Met1 routing:
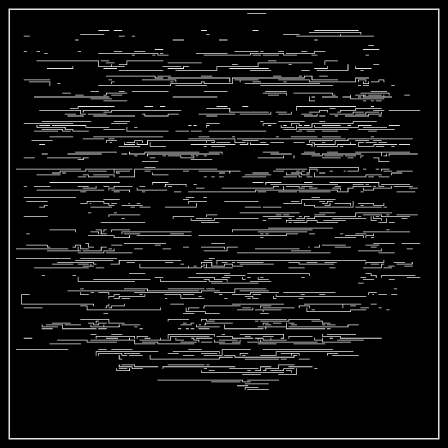
M2 wires:
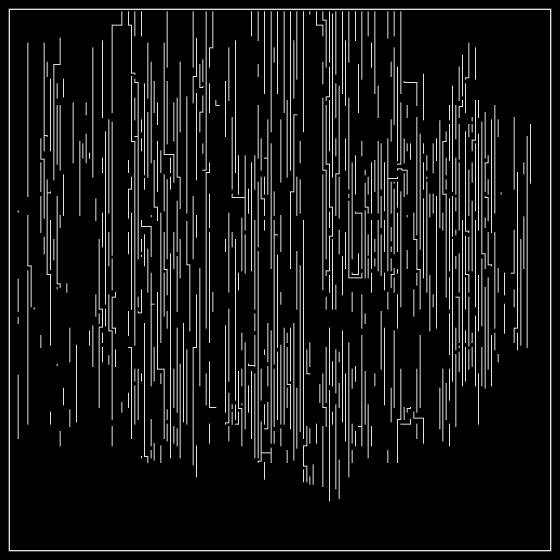
Met3 routing:
Bar = 20 µm.
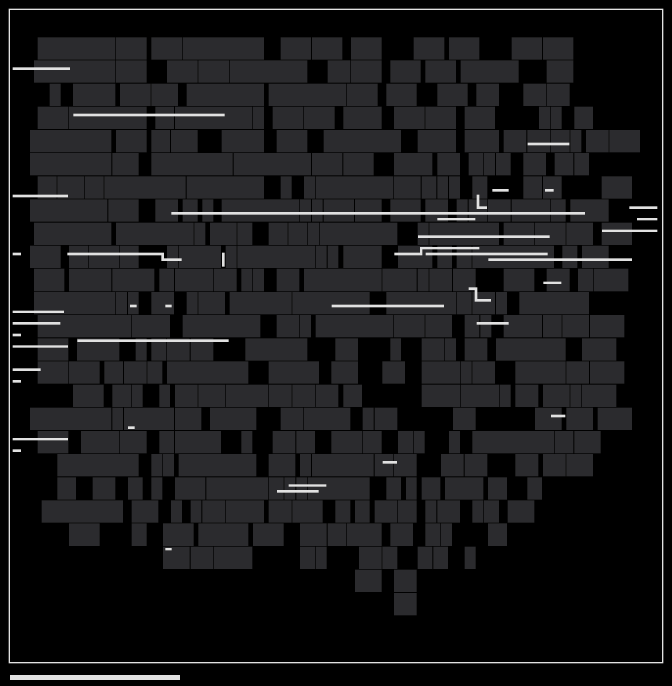
Congestion heat map:
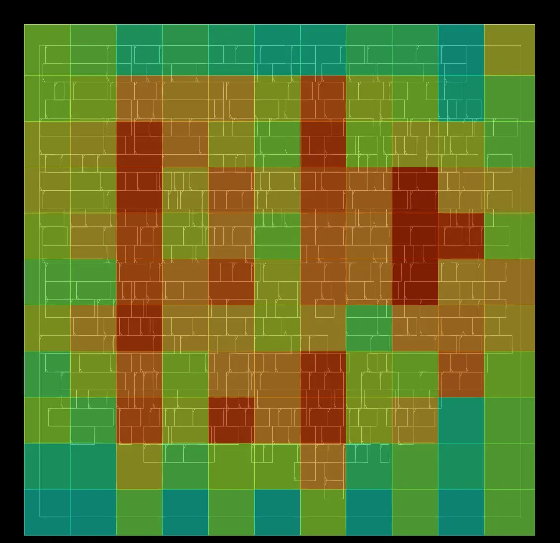
Sequential cells colored by netlist name:
Bar = 20 µm.
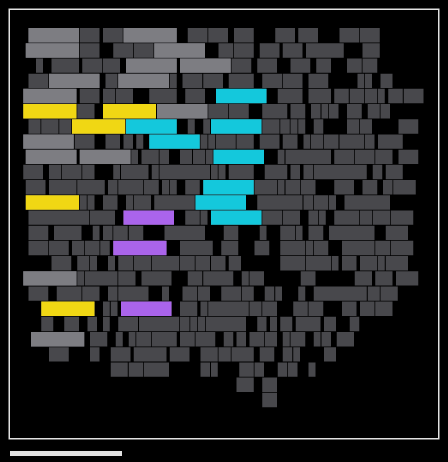
--- src/rtl/cdb_pkg.sv ---
// Shared definitions for the common data bus scheduler and its bus users.
package cdb_pkg;

  localparam int CDB_COUNT  = 2;
  localparam int CDB_ADDR_W = 8;

  typedef logic [CDB_ADDR_W-1:0] cdb_addr_t;

  // Never handed to a requester, so arbiters can treat it as "bus unused".
  localparam cdb_addr_t IDLE_SELECT = 8'hFF;

endpackage

--- src/rtl/cdb_if.sv ---
// Scheduler <-> result-producing combos: requests in, bus select/grant out.
interface cdb_if #(
  parameter int NUM_REQ = 8
);
  import cdb_pkg::*;

  logic [NUM_REQ-1:0]   req;
  cdb_addr_t            select0;
  cdb_addr_t            select1;
  logic [NUM_REQ-1:0]   grant0;
  logic [NUM_REQ-1:0]   grant1;
  logic [CDB_COUNT-1:0] bus_busy;

  modport master (
    input  req,
    output select0, select1, grant0, grant1, bus_busy
  );

  modport slave (
    output req,
    input  select0, select1, grant0, grant1, bus_busy
  );

endinterface

--- src/rtl/rr_dual_picker.sv ---
// Combinational round-robin picker returning the first two set bits of elig,
// scanning upward from rr_ptr with wrap.
module rr_dual_picker #(
  parameter  int N     = 8,
  localparam int IDX_W = $clog2(N)
) (
  input  logic [N-1:0]     elig,
  input  logic [IDX_W-1:0] rr_ptr,
  output logic             pick0_vld,
  output logic [IDX_W-1:0] pick0_idx,
  output logic             pick1_vld,
  output logic [IDX_W-1:0] pick1_idx
);

  function automatic logic [IDX_W-1:0] wrap_add(logic [IDX_W-1:0] base, int off);
    int s;
    s = int'(base) + off;
    if (s >= N) s = s - N;
    return IDX_W'(s);
  endfunction

  logic [N-1:0]     rot;
  logic [IDX_W-1:0] off0;
  logic [IDX_W-1:0] off1;

  always_comb begin
    rot = '0;
    for (int k = 0; k < N; k++) begin
      rot[k] = elig[wrap_add(rr_ptr, k)];
    end

    pick0_vld = 1'b0;
    pick1_vld = 1'b0;
    off0      = '0;
    off1      = '0;
    for (int k = 0; k < N; k++) begin
      if (rot[k]) begin
        if (!pick0_vld) begin
          pick0_vld = 1'b1;
          off0      = IDX_W'(k);
        end else if (!pick1_vld) begin
          pick1_vld = 1'b1;
          off1      = IDX_W'(k);
        end
      end
    end

    pick0_idx = wrap_add(rr_ptr, int'(off0));
    pick1_idx = wrap_add(rr_ptr, int'(off1));
  end

endmodule

--- src/rtl/cdb_scheduler.sv ---
// Grants up to two requesting combos one common data bus each per cycle,
// rotating priority, with registered select addresses and grant vectors.
module cdb_scheduler
  import cdb_pkg::*;
#(
  parameter int        NUM_REQ   = 8,
  parameter cdb_addr_t ADDR_BASE = 8'h01,
  parameter int        ADDR_W    = CDB_ADDR_W
) (
  input  logic clock,
  input  logic reset,
  input  logic clear,
  cdb_if.master bus
);

  localparam int IDX_W = $clog2(NUM_REQ);
  typedef logic [IDX_W-1:0] idx_t;

  if (NUM_REQ < 2 || NUM_REQ > 254 || ADDR_W != CDB_ADDR_W ||
      int'(ADDR_BASE) + NUM_REQ - 1 >= int'(IDLE_SELECT)) begin : g_bad_params
    $error("cdb_scheduler: illegal NUM_REQ/ADDR_BASE/ADDR_W combination");
  end

  cdb_addr_t            sel0_q, sel0_d, sel1_q, sel1_d;
  logic [NUM_REQ-1:0]   grant0_q, grant0_d, grant1_q, grant1_d;
  logic [CDB_COUNT-1:0] busy_q, busy_d;
  idx_t                 rr_ptr_q, rr_ptr_d;

  logic [NUM_REQ-1:0] elig;
  logic               pick0_vld, pick1_vld;
  idx_t               pick0_idx, pick1_idx;

  function automatic idx_t next_ptr(idx_t i);
    return (int'(i) == NUM_REQ - 1) ? '0 : i + 1'b1;
  endfunction

  // Last cycle's winners sit out one cycle so they can drop or refresh req.
  assign elig = bus.req & ~(grant0_q | grant1_q);

  rr_dual_picker #(.N(NUM_REQ)) u_picker (
    .elig      (elig),
    .rr_ptr    (rr_ptr_q),
    .pick0_vld (pick0_vld),
    .pick0_idx (pick0_idx),
    .pick1_vld (pick1_vld),
    .pick1_idx (pick1_idx)
  );

  always_comb begin
    sel0_d   = IDLE_SELECT;
    sel1_d   = IDLE_SELECT;
    grant0_d = '0;
    grant1_d = '0;
    busy_d   = '0;
    rr_ptr_d = rr_ptr_q;
    if (!clear) begin
      if (pick0_vld) begin
        sel0_d              = ADDR_BASE + cdb_addr_t'(pick0_idx);
        grant0_d[pick0_idx] = 1'b1;
        busy_d[0]           = 1'b1;
        rr_ptr_d            = next_ptr(pick0_idx);
      end
      if (pick1_vld) begin
        sel1_d              = ADDR_BASE + cdb_addr_t'(pick1_idx);
        grant1_d[pick1_idx] = 1'b1;
        busy_d[1]           = 1'b1;
        rr_ptr_d            = next_ptr(pick1_idx);
      end
    end
  end

  always_ff @(posedge clock or negedge reset) begin
    if (!reset) begin
      sel0_q   <= IDLE_SELECT;
      sel1_q   <= IDLE_SELECT;
      grant0_q <= '0;
      grant1_q <= '0;
      busy_q   <= '0;
      rr_ptr_q <= '0;
    end else begin
      sel0_q   <= sel0_d;
      sel1_q   <= sel1_d;
      grant0_q <= grant0_d;
      grant1_q <= grant1_d;
      busy_q   <= busy_d;
      rr_ptr_q <= rr_ptr_d;
    end
  end

  assign bus.select0  = sel0_q;
  assign bus.select1  = sel1_q;
  assign bus.grant0   = grant0_q;
  assign bus.grant1   = grant1_q;
  assign bus.bus_busy = busy_q;

  a_disjoint: assert property (@(posedge clock) disable iff (!reset)
    (grant0_q & grant1_q) == '0);
  a_bus0_first: assert property (@(posedge clock) disable iff (!reset)
    (grant1_q != '0) |-> (grant0_q != '0));
  a_onehot: assert property (@(posedge clock) disable iff (!reset)
    $onehot0(grant0_q) && $onehot0(grant1_q));

endmodule

--- src/flat_wrapper.sv ---
// flat-port wrapper written by rule: the top's interface ports become plain ports
module cdb_scheduler_flat import cdb_pkg::*;
#(
  parameter int        NUM_REQ   = 8,
  parameter cdb_addr_t ADDR_BASE = 8'h01,
  parameter int        ADDR_W    = CDB_ADDR_W
)
  (clock, reset, clear, bus_req, bus_select0, bus_select1, bus_grant0, bus_grant1, bus_bus_busy);
  cdb_if #(.NUM_REQ(NUM_REQ)) bus_i ();
  input  logic clock;
  input  logic reset;
  input  logic clear;
  input wire logic [$bits(bus_i.req)-1:0] bus_req;
  output wire logic [$bits(bus_i.select0)-1:0] bus_select0;
  output wire logic [$bits(bus_i.select1)-1:0] bus_select1;
  output wire logic [$bits(bus_i.grant0)-1:0] bus_grant0;
  output wire logic [$bits(bus_i.grant1)-1:0] bus_grant1;
  output wire logic [$bits(bus_i.bus_busy)-1:0] bus_bus_busy;
  assign bus_i.req = bus_req;
  assign bus_select0 = bus_i.select0;
  assign bus_select1 = bus_i.select1;
  assign bus_grant0 = bus_i.grant0;
  assign bus_grant1 = bus_i.grant1;
  assign bus_bus_busy = bus_i.bus_busy;
  cdb_scheduler #(.NUM_REQ(NUM_REQ), .ADDR_BASE(ADDR_BASE), .ADDR_W(ADDR_W)) u_core (.clock(clock), .reset(reset), .clear(clear), .bus(bus_i));
endmodule
--- config.mk ---
export PLATFORM = sky130hd
export DESIGN_NAME = cdb_scheduler_flat
export DESIGN_NICKNAME = d
export VERILOG_FILES = /design/src/rtl/cdb_pkg.sv /design/src/rtl/cdb_if.sv /design/src/rtl/rr_dual_picker.sv /design/src/rtl/cdb_scheduler.sv /design/src/flat_wrapper.sv
export SDC_FILE = /design/constraint.sdc
export NUM_CORES = 1
export LEC_CHECK = 0
export CORE_MARGIN = 2
export CORE_UTILIZATION = 48
export CTS_CLUSTER_SIZE = 8
export DETAILED_ROUTE_END_ITERATION = 12
export GPL_ROUTABILITY_DRIVEN = 1
export PLACE_DENSITY = 0.77
export SKIP_LAST_GASP = 1
export SYNTH_ARGS = -nofsm -noshare
export SYNTH_HDL_FRONTEND = slang
export SYNTH_SLANG_ARGS = --single-unit
--- constraint.sdc ---
create_clock -name clock -period 5 [get_ports clock]
set_clock_uncertainty 0.15 [all_clocks]
set_input_delay 0.5 -clock clock [delete_from_list [all_inputs] [get_ports clock]]
set_output_delay 0.5 -clock clock [all_outputs]
set_load 0.02 [all_outputs]
==> flow_summary.json <==
{
  "start_kind": "register",
  "ys_types": 69,
  "grt_overflow": 0,
  "finalCritPeriodShare": 0.954,
  "outcome": "completed",
  "crit_chain": "buf_12, inv_1, ha_1, xnor2_2, mux2_2, o22a_1, and2_4, buf_4, nor2_8, nand2_1, mux2i_1, a22oi_1, o22ai_1, ha_1, inv_1, fa_1, inv_1, ha_1, xor2_1, inv_1, mux2i_1, a221oi_2",
  "cap_violations": 0,
  "dr.first_iter.drc_count": 203,
  "stdcell_count": 406,
  "place_inst": 394,
  "crit_type": "reg2reg",
  "top_layer": "met4",
  "globalplace.congestion": 0.965,
  "diodes": 0,
  "worst_ep_arrival_time_ns": 4.81,
  "clk_latency_ns": 0.28,
  "r2r_end": "u_core.rr_ptr_q[2]",
  "tool_warnings": 30,
  "synthFlopType": "dfrtp_1",
  "die_area_um2": 5870,
  "slowest_stage": "fa_1",
  "largest_area_cell": "dfrtp_1",
  "final_antenna_net_count": 0,
  "cts_buffer_depth": 2,
  "slew_violations": 0,
  "cp-startpoint": "u_core.rr_ptr_q[0]",
  "min_period_ns": 4.77,
  "simple_gate_share": 0.227,
  "synthAoiAreaFrac": 0.179,
  "worstPathRequired_ns": 5.04,
  "grt_pass1_wl_um": 11600,
  "core_area_um2": 5110,
  "end_kind": "register",
  "r2r-start": "u_core.rr_ptr_q[0]",
  "numClockSinks": 31,
  "antenna_found_initial": 0,
  "drt_pass1_iterations": 4,
  "fin_area_um2": 3440,
  "hpwl_um": 5450,
  "remaining_drc_errors": 0,
  "route.met3.wl_um": 255,
  "synth_top_cell_by_count": "nand2_1",
  "root_buffer": "clkbuf_8",
  "async_reset_ff_frac": 1.00,
  "die_h_um": 76.6,
  "avgSynthCellArea_um2": 9.73,
  "setup_ws_ns": 0.232,
  "area_growth_pct": 35.8,
  "yosysCellCount": 260,
  "hold_slack_ns": 0.460,
  "grt_pass1_vias": 2331,
  "yosys-top-cells-count": "nand2_1, dfrtp_1, nor2_1",
  "clkTransAtPathRegs_ns": 0.07,
  "nNetsFinal": 359,
  "r2r_setup_slack_ns": 0.23,
  "worst_slew_pin_slew_ns": 0.543,
  "post_cts_resized": 3,
  "critPathMaxStageDelay_ns": 0.54,
  "grt_max_degree": 32,
  "post_cts_buffers": 0,
  "crit_cells": 22,
  "xor_area_frac": 0.0406,
  "wl_met1_um": 3040,
  "h-tree-depth": 2
}
-- 'met1 routing' (at the start) --
main direction = horizontal
wire length on this layer = 3040 µm
longest straight run = 26.7 µm
nets with wire on the layer = 332
DRT Wirelength: 7090 µm
met1 GRT Util: 0.324
DR vias: 2323

-- 'M2 wires' (at the start) --
longest straight run = 30.9 µm
nets with wire on the layer = 323
share of all routed wire = 52%
met2 Track Usage GR: 0.435

-- 'met3 routing' (at the start) --
wire length on this layer = 255 µm
nets with wire on the layer = 32
main direction = horizontal
share of all routed wire = 3.6%
longest straight run = 48.3 µm
grt met3 use: 0.0284

-- 'congestion heat map' (at the start) --
GRT busiest layer: met2
WL per Instance: 17.5 µm
Global Route Usage Sum: 0.248
Core Util, Final: 0.673

-- 'sequential cells colored by netlist name' (at the start) --
u_core.bus.grant0 -> cyan  # flops 8
u_core.rr_ptr_q -> purple  # flops 3
u_core.bus.select0 -> yellow  # flops 5
not colored = 15
Seq area share: 0.230
FF+latch area: 790 µm²

## state kept, by name (all words and copies together) (netlist names)
| name | flops |
|---|---|
| u_core.rr_ptr_q | 3 |
| u_core.bus.grant0 | 8 |
| u_core.bus.bus_busy | 2 |
| u_core.bus.select0 | 5 |
| u_core.bus.select1 | 5 |
| u_core.bus.grant1 | 8 |
## final cells by class
type	instances	area (µm²)
Multi-Input combinational cell	198	1620
Tap cell	70	87.6
Sequential cell	31	790
Fill cell	422	1670
Clock inverter	2	35.0
Timing Repair Buffer	82	751
Clock buffer	6	82.6
Inverter	17	66.3
